Design proc_wb_queue_flat, sky130hd; sources not shown.
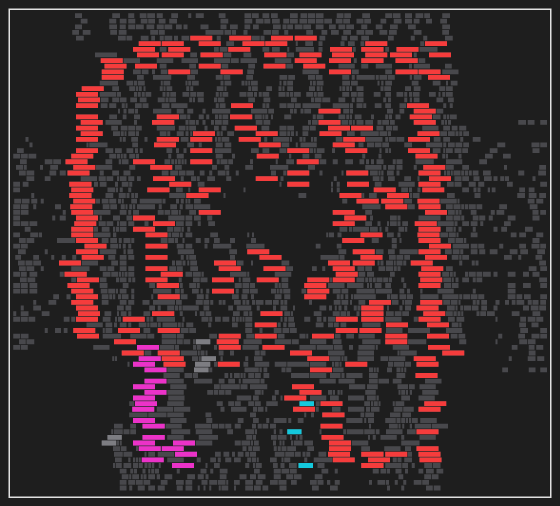
**Above:** run 1 (register map, names as in the netlist).
| name in the netlist | color | sequential cells |
|---|---|---|
| u_core.data_mem | red | 256 |
| u_core.count | cyan | 3 |
| u_core.rd_mem | magenta | 20 |
fraction of the core area covered by cells at the end of the flow: 45.4%
fraction of area in registers: 31.2%
sequential cell area in the final layout: 0.00847 mm²
sequential logic power: 2.99 mW

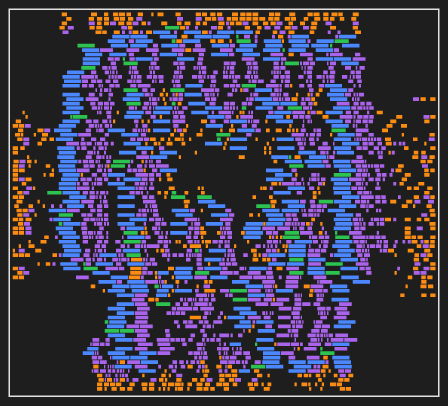
**Above:** run 1 (cell classes on the final placement).
| class | color | cells |
|---|---|---|
| clock drivers and dummy loads | green | 63 |
| other buffers and delay cells | orange | 541 |
| flip-flops | blue | 285 |
| all other logic | purple | 1,291 |
Std-Cell Core Area: 0.0598 mm²
row count: 85
Layout Cell Area excl Fill: 0.0271 mm²

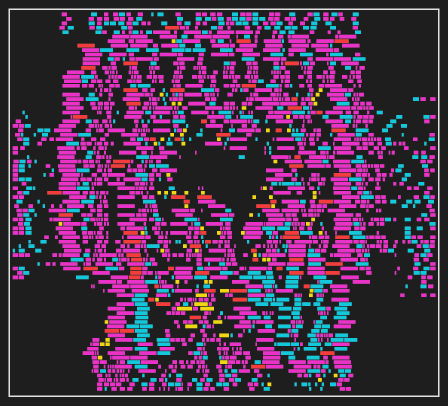
**Above:** run 1 (cells by drive strength).
| size | color | cells | share |
|---|---|---|---|
| drive 1 or less | magenta | 1,562 | 72% |
| drive 6 and up | red | 69 | 3.2% |
| drive 3 to 4 | yellow | 71 | 3.3% |
| drive 2 | cyan | 478 | 22% |
layout buffer count excluding clock buffers: 541
area added between synthesis and finish: 28.2%
setup ws final: 0.0629 ns

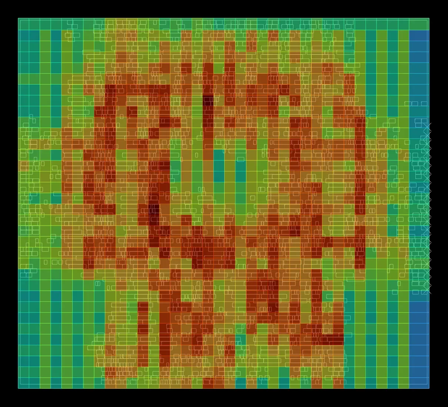
**Above:** run 1 (track usage over the die).
routed length per instance: 28.5 µm
GR Layer Usage met1: 36.0%
Top Usage Layer GRT: met2
met3 Track Usage GR: 4.68%
global-route track usage on met2: 42.8%

==> impl_metrics.yaml, run 1 <==
# flow metrics
outcome:
  run_status: "finished, violations left"
  failing_checks: "DRC"
finish:
  num-nets-final: 2316
  combinational_area_mm2: 0.0118
  drive_gt1_share_pct: 28.3
  instances_no_fill: 2963
  fill_cells: 5423
  mostFrequentLayoutCell: "edfxtp_1"
  mostFrequentLayoutCells: "edfxtp_1 (276), mux2i_1 (222), clkdlybuf4s50_1 (147)"
  antennaDiodeCount: 0
  largest_reg_flops: 256
yosys:
  avgSynthCellArea_um2: 12.0
  post_synth_fa_ha_maj_area_fraction_pct: 0.532
  yosysCellCount: 1762
  largest_area_cell: "edfxtp_1"
  synth_xor_xnor_area_share_pct: 1.74
  yosys-top-cells-area: "edfxtp_1 (39%), mux4_2 (12%), mux2i_1 (11%), mux2_2 (6.4%), a221o_1 (5.2%)"
  post-synth-top-area-fraction_pct: 39.2
  ys_dominant_reg_cell: "edfxtp_1"
  post_synth_mux_area_share_pct: 28.7
  syn-instance-count: 1762
  synth.top_cells.by_count: "edfxtp_1 (276), mux2i_1 (222), nand2_1 (140)"
  edf_count: 276
  ys.warnings.count: 0
  netlist_logic_family_top: "multiplexers"
  synth_cell_type_count: 48
  yosys.area_share.simple_pct: 6.58
  ys.flops: 285
  syn-num-nets: 1924
  summed_standard_cell_area_reported_by_yosys_mm2: 0.0212
  ys_seq_share_pct: 40.0
  aoi_share_pct: 17.9
  synth_dominant_cell_count: "edfxtp_1"
  synth-async-reset-ratio_pct: 0
  cell_area_after_synthesis_mm2: 0.0212
critical_path:
  timing.critical_path.buf_inv: 4
  critPathKind: "input pin to output port"
  cp_num_cells: 9
  critical-path-slowest-cell: "or4_1"
  critical_path.top_delay_family: "simple AND/OR/NAND/NOR gates"
  rr_worst_depth: 6
  reg2reg_slack_ns: 1.37
  type_of_origin_of_the_critical_path: "input pin"
  cpPeakStageDelay_ns: 0.57
  cp.required_ns: 3.92
  worst_setup_path_end_kind: "output port"
  cp_cell_sequence: "clkdlybuf4s50_1 -> nor3_2 -> nand2_1 -> and4b_1 -> and3_1 -> buf_4 -> clkbuf_4 -> or4_1 -> clkdlybuf4s15_2"
  cp.arrival_ns: 3.86
  critical_path_peak_fanout: 10
worst_hold_path:
  holdCritPathClass: "register to register"
  hold-path-cell-count: 2
final_timing:
  final_worst_path_cycle_share_pct: 98.7
  max_slew.worst_pin.slew_ns: 1.06
  grt_setup_unrepaired: "no"
  final_max_slew_viol_count: 0
  min_period_ns: 4.84
  setup_viol: 0
  hold_viol: 0
  clock-skew-final_ns: 0.00891
  minimum_hold_slack_ns: 0.575
  tns_ns: 0
  max-slew-margin-rel_pct: 29.7
  fmax_mhz: 207
global_route:
  grt_resource_usage_total_pct: 26.5
  largest_net_degree_at_the_start_of_global_routing: 41
  grt_pass1_wl_um: 122000
  globalRoute.totalOverflow: 0
  number_of_antenna_violations_at_the_first_check_in_global_routing: 1
  grt_pass1_vias: 18488
floorplanning:
  top_level_ports: 357
  die-area_mm2: 0.0614
  initial_util_pct: 35.4
  vert_die_dim_um: 235
  fp.dieW_um: 261
detailed_routing:
  dr.pass1.iters: 9
  drc_errors: 20
  via_per_inst: 6.32
  drt_first_iter_violations: 2424
  finalWirelength_um: 84300
  route.vias.total: 18727
  antenna_violating_nets_post_route: 0
power_and_ir_drop:
  power.leakage_nw: 9.03
  power.density_mw_per_mm2: 327
  total_power_mw: 8.88
  worst_ir_drop_vdd_uv: 207
cts:
  cts_tree: "done"
  cts_hold_buffers: 0
  cts_buffer_depth: 3
  cts-root-buf: "clkbuf_16"
  clkTransAtPathRegs_ns: 0.06
  clk-insertion-delay-late_ns: 0.56
  cts_setup_buffers: 5
  post_cts_resize_count: 615
  cts_htree_levels: 2
  cts_inserted_buffers: 35
  cts.sink_count: 285
run:
  maxCapViolations: 0
  warnings: 32
placement:
  routabilityCongestion: 0.892
  hpwl_um: 60100
  dpl-instance-area_mm2: 0.0257
  port_buffers: 346
  dp_cells: 2895
  dpl_worst_slack_ns: -0.961
-- run 1: area by class of cell --
type	instances	share of cell area, %
Sequential cell	285	31.2
Inverter	10	0.143
Clock buffer	41	3.47
Multi-Input combinational cell	1281	43.5
Timing Repair Buffer	355	12.7
Clock inverter	22	1.14
Tap cell	783	3.61
Buffer	186	4.21
-- run 1: layer usage --
layer  routed length, µm  vias up  track usage (%)  share of wire, %
li1                    -     7872                -                 -
met1               33900     9319             36.0                40
met2               39500     1319             42.8                47
met3                8120      217             4.68               9.6
met4                2830        0             8.67               3.4
met5                   0        -                0                 0
-- run 1: where the power goes --
group / switching (mW) / internal, mW / leakage, nW / total [mW]
sequential: 0.109 / 2.88 / 2.59 / 2.99
combinational: 1.97 / 1.09 / 5.85 / 3.06
clock: 1.08 / 1.75 / 0.592 / 2.83
==> run 2, diff against run 1 <==
--- a/config.mk
+++ b/config.mk
@@ -6,6 +6,7 @@
 export NUM_CORES = 1
 export LEC_CHECK = 0
 export CORE_ASPECT_RATIO = 0.9
+export CORE_MARGIN = 1
 export CORE_UTILIZATION = 35
 export CTS_CLUSTER_DIAMETER = 60
 export DETAILED_ROUTE_END_ITERATION = 8
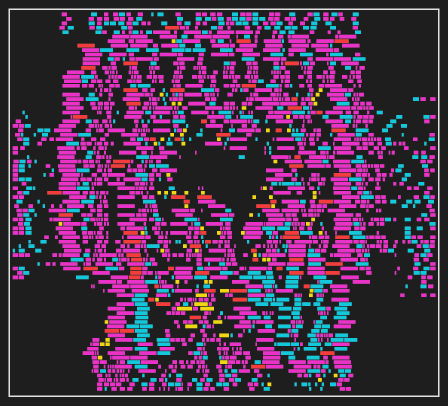
**Above:** run 2 (cells by drive strength).
| size | color | cells | share |
|---|---|---|---|
| drive 6 and up | red | 69 | 3.2% |
| drive 2 | cyan | 478 | 22% |
| drive 1 or less | magenta | 1,562 | 72% |
| drive 3 to 4 | yellow | 71 | 3.3% |

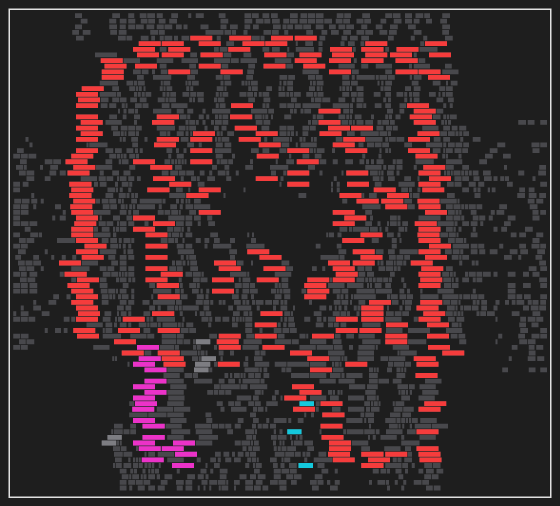
**Above:** run 2 (register map, names as in the netlist).
| name in the netlist | color | sequential cells |
|---|---|---|
| u_core.count | cyan | 3 |
| u_core.data_mem | red | 256 |
| u_core.rd_mem | magenta | 20 |

==> impl_metrics.yaml, run 2 <==
# flow metrics
outcome:
  run_status: "finished, violations left"
  failing_checks: "DRC"
worst_hold_path:
  holdCritPathClass: "register to register"
  hold-path-cell-count: 2
detailed_routing:
  via_per_inst: 6.32
  wl_per_cell_um: 28.5
  drt_first_iter_violations: 2424
  route.vias.total: 18727
  finalWirelength_um: 84300
  antenna_violating_nets_post_route: 0
  drc_errors: 20
  dr.pass1.iters: 9
yosys:
  ys.warnings.count: 0
  edf_count: 276
  largest_area_cell: "edfxtp_1"
  ys_seq_share_pct: 40.0
  aoi_share_pct: 17.9
  synth_dominant_cell_count: "edfxtp_1"
  syn-instance-count: 1762
  yosys-top-cells-area: "edfxtp_1 (39%), mux4_2 (12%), mux2i_1 (11%), mux2_2 (6.4%), a221o_1 (5.2%)"
  synth_cell_type_count: 48
  post_synth_mux_area_share_pct: 28.7
  synth.top_cells.by_count: "edfxtp_1 (276), mux2i_1 (222), nand2_1 (140)"
  synth_xor_xnor_area_share_pct: 1.74
  ys.flops: 285
  yosysCellCount: 1762
  ys_dominant_reg_cell: "edfxtp_1"
  post_synth_fa_ha_maj_area_fraction_pct: 0.532
  syn-num-nets: 1924
  avgSynthCellArea_um2: 12.0
cts:
  clk-insertion-delay-late_ns: 0.56
  cts-root-buf: "clkbuf_16"
  cts_inserted_buffers: 35
  post_cts_resize_count: 615
  cts.sink_count: 285
  cts_buffer_depth: 3
  clkTransAtPathRegs_ns: 0.06
  cts_setup_buffers: 5
  cts_hold_buffers: 0
  cts_htree_levels: 2
global_route:
  number_of_antenna_violations_at_the_first_check_in_global_routing: 1
  largest_net_degree_at_the_start_of_global_routing: 41
power_and_ir_drop:
  power.leakage_nw: 9.03
  pwr-share-comb_pct: 34.4
  power-top-group: "combinational cells"
  powerSeq_mw: 2.99
  clockPowerShare_pct: 31.9
  p_sw_share_pct: 35.6
  total_power_mw: 8.88
  proportion_of_power_drawn_by_flip_flops_and_latches_pct: 33.6
  worst_ir_drop_vdd_uv: 207
  pwr.group.combinational_mw: 3.06
  power.density_mw_per_mm2: 327
  clock_net_power_mw: 2.83
final_timing:
  clock-skew-final_ns: 0.00891
  grt_setup_unrepaired: "no"
  fmax_mhz: 207
  min_period_ns: 4.84
  post-route-worst-setup-slack_ns: 0.0629
  setup_viol: 0
  max_slew.worst_pin.slew_ns: 1.06
  hold_viol: 0
finish:
  antennaDiodeCount: 0
  instances_no_fill: 2963
  inverters: 10
  combinational_area_mm2: 0.0118
  area.share.sequential_pct: 31.2
  num-nets-final: 2316
  multiInputCombCellCount: 1281
  layout.clock_buffers: 41
  comb-cell-share_pct: 43.5
  synthToLayoutAreaGrowth_pct: 28.2
  clock_network_area_fraction_pct: 4.61
  largest_reg_flops: 256
  layout.non_clock_buffers: 541
  buffer_area_share_pct: 16.9
  layout.cells.largest_class: "logic gates"
  numSequentialCells: 285
  mostFrequentLayoutCell: "edfxtp_1"
  drive_gt1_share_pct: 28.3
  post-route-cell-area_mm2: 0.0271
  fill_cells: 5423
  mostFrequentLayoutCells: "edfxtp_1 (276), mux2i_1 (222), clkdlybuf4s50_1 (147)"
floorplanning:
  die-area_mm2: 0.0614
  std_cell_rows: 85
  top_level_ports: 357
  vert_die_dim_um: 235
  fp.dieW_um: 261
  tap_cells: 783
  initial_util_pct: 35.4
placement:
  port_buffers: 346
  routabilityCongestion: 0.892
run:
  maxCapViolations: 0
  warnings: 32
critical_path:
  rr_worst_depth: 6
  critical_path_peak_fanout: 10
  cp_num_cells: 9
  cp_cell_sequence: "clkdlybuf4s50_1 -> nor3_2 -> nand2_1 -> and4b_1 -> and3_1 -> buf_4 -> clkbuf_4 -> or4_1 -> clkdlybuf4s15_2"
  cpPeakStageDelay_ns: 0.57
  type_of_origin_of_the_critical_path: "input pin"
  critical-path-slowest-cell: "or4_1"
  critPathKind: "input pin to output port"
  worst_setup_path_end_kind: "output port"
  cp.arrival_ns: 3.86
  timing.critical_path.buf_inv: 4
  reg2reg_slack_ns: 1.37
  critical_path.top_delay_family: "simple AND/OR/NAND/NOR gates"
## run 2: cell counts in the layout (fill, tap and decap cells not counted)
No cell type changed its count.
## run 2: per-stage QoR
step | util, % | setup TNS, ns | hold slack (ns)
final | 45.4 | 0 | 0.575
after global routing | 45.4 | 0 | 0.612
after CTS | 45.4 | 0 | 0.568
after detailed placement | 43.0 | -125.97 | 0.550
after global placement | 42.8 | -532.61 | 0.534
after floorplan | - | 0 | 0.497
## run 2: per-layer routing
layer | up-vias | track usage (%) | wire (µm)
met5 | - | 0 | 0
met4 | 0 | 8.67 | 2830
met3 | 217 | 4.68 | 8120
met2 | 1319 | 42.8 | 39500
met1 | 9319 | 36.0 | 33900
li1 | 7872 | - | -
Power is estimated from default activity; no workload was simulated.
